**src/rtl/sd_fifo_pkg.sv**
```systemverilog
// Shared types and helpers for the SD data-path FIFOs (TX and RX instances).
package sd_fifo_pkg;

  typedef struct packed {
    logic full;
    logic empty;
    logic almost_full;
    logic almost_empty;
  } fifo_status_t;

  // Pointer width for a power-of-two depth; never narrower than one bit.
  function automatic int fifo_aw(input int depth);
    int w;
    w = 1;
    for (int i = 1; i < 32; i++) begin
      if ((1 << i) < depth) w = i + 1;
    end
    return w;
  endfunction

endpackage

```
**src/rtl/sd_fifo_ram.sv**
```systemverilog
// Simple dual-port storage: synchronous write, asynchronous read, no reset on the array.
module sd_fifo_ram #(
  parameter int DW    = 32,
  parameter int DEPTH = 16,
  parameter int AW    = 4
) (
  input  logic          clk,
  input  logic          we,
  input  logic [AW-1:0] waddr,
  input  logic [DW-1:0] wdata,
  input  logic [AW-1:0] raddr,
  output logic [DW-1:0] rdata
);

  logic [DW-1:0] mem [DEPTH];

  always_ff @(posedge clk) begin
    if (we) mem[waddr] <= wdata;
  end

  assign rdata = mem[raddr];

endmodule

```
**src/rtl/sd_fifo_sc.sv**
```systemverilog
// Single-clock data FIFO with FWFT or registered read, thresholds, level/free counts,
// synchronous flush and sticky overflow/underflow flags.
module sd_fifo_sc
  import sd_fifo_pkg::*;
#(
  parameter int DW        = 32,
  parameter int DEPTH     = 16,
  parameter int AW        = fifo_aw(DEPTH),
  parameter int AF_THRESH = DEPTH - 2,
  parameter int AE_THRESH = 2,
  parameter int FWFT      = 1
) (
  input  logic          clk,
  input  logic          rst,
  input  logic          flush,
  input  logic          clr_err,
  input  logic [DW-1:0] d,
  input  logic          wr,
  input  logic          rd,
  output logic [DW-1:0] q,
  output logic          full,
  output logic          empty,
  output logic          almost_full,
  output logic          almost_empty,
  output logic [AW:0]   level,
  output logic [AW:0]   free,
  output logic          ovf,
  output logic          udf
);

  localparam logic [AW:0] DEPTH_L = (AW+1)'(DEPTH);
  localparam logic [AW:0] AF_L    = (AW+1)'(AF_THRESH);
  localparam logic [AW:0] AE_L    = (AW+1)'(AE_THRESH);
  localparam logic [AW:0] ONE_L   = (AW+1)'(1);

  logic [AW-1:0] wptr, rptr;
  logic [AW:0]   level_r, free_r, level_nxt;
  fifo_status_t  sts, sts_nxt;
  logic          acc_wr, acc_rd, ovf_set, udf_set;
  logic          ovf_r, udf_r;
  logic [DW-1:0] rdata;

  // Acceptance uses the flags registered at the start of the cycle; flush masks everything.
  assign acc_wr  = wr && !sts.full  && !flush;
  assign acc_rd  = rd && !sts.empty && !flush;
  assign ovf_set = wr &&  sts.full  && !flush;
  assign udf_set = rd &&  sts.empty && !flush;

  always_comb begin
    level_nxt = level_r;
    if (flush)                level_nxt = '0;
    else if (acc_wr && !acc_rd) level_nxt = level_r + ONE_L;
    else if (!acc_wr && acc_rd) level_nxt = level_r - ONE_L;

    sts_nxt.full         = (level_nxt == DEPTH_L);
    sts_nxt.empty        = (level_nxt == '0);
    sts_nxt.almost_full  = (level_nxt >= AF_L);
    sts_nxt.almost_empty = (level_nxt <= AE_L);
  end

  always_ff @(posedge clk) begin
    if (rst) begin
      wptr    <= '0;
      rptr    <= '0;
      level_r <= '0;
      free_r  <= DEPTH_L;
      sts     <= '{full: 1'b0, empty: 1'b1, almost_full: 1'b0, almost_empty: 1'b1};
      ovf_r   <= 1'b0;
      udf_r   <= 1'b0;
    end else begin
      if (flush) begin
        wptr <= '0;
        rptr <= '0;
      end else begin
        if (acc_wr) wptr <= wptr + 1'b1;
        if (acc_rd) rptr <= rptr + 1'b1;
      end
      level_r <= level_nxt;
      free_r  <= DEPTH_L - level_nxt;
      sts     <= sts_nxt;
      // A fresh error in the same cycle as clr_err keeps the flag set.
      ovf_r   <= ovf_set || (ovf_r && !clr_err);
      udf_r   <= udf_set || (udf_r && !clr_err);
    end
  end

  sd_fifo_ram #(.DW(DW), .DEPTH(DEPTH), .AW(AW)) u_ram (
    .clk   (clk),
    .we    (acc_wr),
    .waddr (wptr),
    .wdata (d),
    .raddr (rptr),
    .rdata (rdata)
  );

  generate
    if (FWFT != 0) begin : g_fwft
      assign q = rdata;
    end else begin : g_reg
      logic [DW-1:0] q_r;
      always_ff @(posedge clk) begin
        if (rst)         q_r <= '0;
        else if (acc_rd) q_r <= rdata;
      end
      assign q = q_r;
    end
  endgenerate

  assign full         = sts.full;
  assign empty        = sts.empty;
  assign almost_full  = sts.almost_full;
  assign almost_empty = sts.almost_empty;
  assign level        = level_r;
  assign free         = free_r;
  assign ovf          = ovf_r;
  assign udf          = udf_r;

endmodule

```
**config.mk**
```make
export PLATFORM = sky130hd
export DESIGN_NAME = sd_fifo_sc
export DESIGN_NICKNAME = d
export VERILOG_FILES = /design/src/rtl/sd_fifo_pkg.sv /design/src/rtl/sd_fifo_ram.sv /design/src/rtl/sd_fifo_sc.sv
export SDC_FILE = /design/constraint.sdc
export NUM_CORES = 1
export LEC_CHECK = 0
export CAP_MARGIN = 20
export CORE_ASPECT_RATIO = 1.5
export CORE_MARGIN = 10
export CORE_UTILIZATION = 40
export DETAILED_ROUTE_END_ITERATION = 6
export GPL_TIMING_DRIVEN = 0
export PLACE_DENSITY_LB_ADDON = 0.1
export SLEW_MARGIN = 30
export SYNTH_ARGS = -nofsm -noshare
export SYNTH_HDL_FRONTEND = slang
export SYNTH_SLANG_ARGS = --single-unit
```
**constraint.sdc**
```tcl
create_clock -name clk -period 6.5 [get_ports clk]
set_input_delay 0.975 -clock clk [delete_from_list [all_inputs] [get_ports clk]]
set_output_delay 0.975 -clock clk [all_outputs]
set_load 0.02 [all_outputs]
```
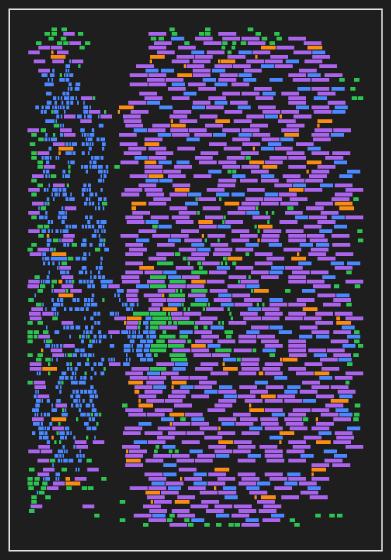
*Cells colored by class*
blue -> all other logic  # cells 664
purple -> flip-flops  # cells 595
orange -> clock drivers and dummy loads  # cells 101
green -> other buffers and delay cells  # cells 269
Core Box Area: 59700 um2
final core utilization: 48.7%
num rows: 110
post-route cell area: 29100 um2
flop share of the area: 58.6%

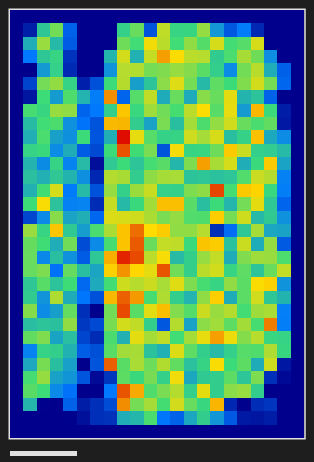
*Local utilization*
Bar = 50 um. 22 x 32 tiles, from dark blue (low) to red (high), 0 to 100% covered.
mean over tiles = 40%
fullest tile = 99%
nearly empty tiles = 20%
tiles over 75% full = 6.7%

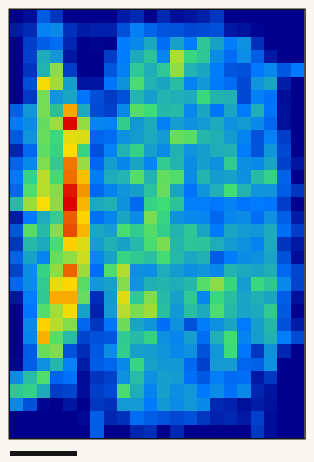
*Routed metal per tile*
Bar = 50 um. 22 x 32 tiles, from dark blue (low) to red (high), scaled to the fullest tile. Values are wire area over tile area, all layers added.
tiles over half the peak = 14%
nearly empty tiles = 12%
densest ninth of the die = west
mean over tiles = 0.15
total length of routed wires: 66.3 mm
DR vias: 13416

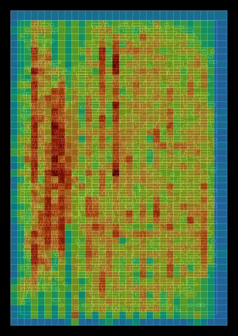
*Congestion heat map*
met1 usage: 20.8%
grt peak-use layer: met2
GRT Total Usage: 19.0%
DR WL/cell: 27.5 um
M2 GR Usage: 35.4%

## state kept, by name (all words and copies together) (netlist names), named ones only
register / flops
almost_empty: 1
almost_full: 1
empty: 1
free: 32
full: 1
level: 33
ovf: 1
rptr: 4
u_ram.mem: 512
udf: 1
wptr: 4
## synth_stat cells (all sizes together) (9+ instances only)
library cell  number
a21oi             18
and2              12
and3              13
buf               20
clkbuf            57
dfxtp             83
edfxtp           512
ha                 9
inv               12
mux4             160
nand2             35
nand3             27
nand4             22
nor2             106
nor2b             10
nor3              46
nor4              19
o21ai             15
or3                9
or4               12
xnor2             18
xor2              18
## worst max-delay path, stage by stage
cell	delay [ps]
clkdlybuf4s50_1	630
or3b_2	480
clkbuf_1	170
nor2_1	700
o22ai_1	180
o21ai_0	400
nand2b_1	240
ha_1	240
a31oi_1	220
nor3_2	610
nand2_1	320
nor3_2	240
mux2_1	340
## final cells by class
class,instances,area [um2]
Buffer,77,327
Clock buffer,72,1480
Clock inverter,29,216
Fill cell,5109,30600
Inverter,13,48.8
Multi-Input combinational cell,651,6760
Sequential cell,595,17000
Tap cell,784,981
Timing Repair Buffer,192,2250
## power groups by stage
stage	Sequential (uW)	Combinational (uW)	Clock, uW
final	4240	791	3090
after global routing	4240	853	3330
after CTS	4240	804	3190
after detailed placement	4320	800	0
after global placement	4320	788	0
after floorplan	4370	381	0
## through the flow
step | worst slack [ps] | hold WS [ps] | power (uW)
finish | 1250 | 512 | 8120
global route | 1080 | 535 | 8420
CTS | 1300 | 506 | 8230
detailed placement | 662 | 481 | 5120
floorplan | 1860 | 468 | 4760
global placement | -2560 | 464 | 5110
## worst min-delay path by stage
stage                     startpoint   end  slack, ps  cells after the start
after CTS                        udf   udf        510                      2
final                            udf   udf        510                      2
after floorplan              rptr[1]  flop        470                      2
after global routing         rptr[1]  flop        540                      2
after detailed placement         udf   udf        480                      2
after global placement           ovf   ovf        460                      2
## cell families (layout without fill, tap and decap cells)
group                    Yosys count  in the layout
AND-OR/OR-AND                     90             90
multiplexers                     171            171
XOR/XNOR                          36             36
adder cells (fa/ha/maj)            9              9
buffers and inverters             90            383
AND/OR/NAND/NOR                  345            345
flip-flops                       595            595
## metal layers
layer  part of all wire, %  track usage [%]
met3                   4.7             3.82
met5                 0.033                0
met2                    56             35.4
met1                    36             20.8
met4                   3.0             6.28
==> notes.md <==
run results: status=complete, no violations, power share of the clock group=38.1%, Tightest Pin Transition=996 ps, H-Tree Depth=2, Worst R2R End=free[32], CP arrival=around 5800 ps, relative slew slack=33.6%, # placed instances=roughly 2300, number of cells in Yosys stat=approximately 1300, pin count of the biggest net entering global routing=17, final setup fails=0, Num CTS Buffers=about 57, reg2reg path depth=12, Slew Limit Fails=0, sequential share of power=a little over half, Post-synth mux share=15.5%, CP startpoint kind=input port, DR pass1 iterations=5, Synth logic family=multiplexers, Max Cap Violations=0, RR Startpoint=full, number of global-route vias before repair=between 10000 and 15000, cell taking the most area after synthesis=edfxtp_1, post_cts resized=0, instance count of the mapped netlist=between 1000 and 1500, top cells, area=edfxtp_1, mux4_2, dfxtp_1, nor2_1, clkbuf_1, CTS Hold Bufs=0, tool warning count=31, ratio of cells with drive above 1 in the final layout=around a fifth, Final Critical Period=5250 ps, Power Density=between 200 and 300 nW/um2, drt drc=0, worst path required time=about 7000 ps, Seq share, synth=between 70% and 80%, RSZ-0062 raised after global routing=false, most numerous logic cells after layout=edfxtp_1, mux4_2, clkdlybuf4s50_1, nor2_1, dfxtp_1, global route total overflow=0, aoi share=under 10%, Yosys warning total=0, Post-synth ARST share=0%, DR vias/cell=around 5.6, XOR Share, Synth=between 1 and 1.5%, mean post-synth cell area=18.0 um2, Final Non-Filler Cells=roughly 2400, Top cell excl fill/tap=edfxtp_1, Int Pwr=around 6200 uW, Die Span Y=320 um, I/O pin total=roughly 140, Initial DRC Count=about 1200, top-area cell type share of the netlist area=between 60% and 70%, Setup crit end=free[32], mapped cell area=between 20000 and 25000 um2, CTS tree=yes, fa+ha+maj area frac=less than 1%, dominant register cell=edfxtp_1, combinational power share=around a tenth, Post-DP HPWL=about 47 mm, Yosys cell types=~70, chip area=70500 um2, Switch Pwr=approximately 1900 uW, Core Util at FP=slightly above 40%, setup_tns=0 ps, Final Hold Vio Count=0, Area after DPL=around 27000 um2, largest fanout on the critical path=10, fin crit share=between 80% and 90%, Seq cells post-synth=595, Die W=220 um, antenna violations before repair=2, clk_skew=18.4 ps, first-pass GRT wire length=roughly 98 mm, CP Launch Point=wr, Clk Latency, worst-skew pair=between 600 and 700 ps, syn nets=approximately 1400, final net count=1634, # port buffers=~140
Power figures rest on the tool's default switching activity, not on a simulated workload.
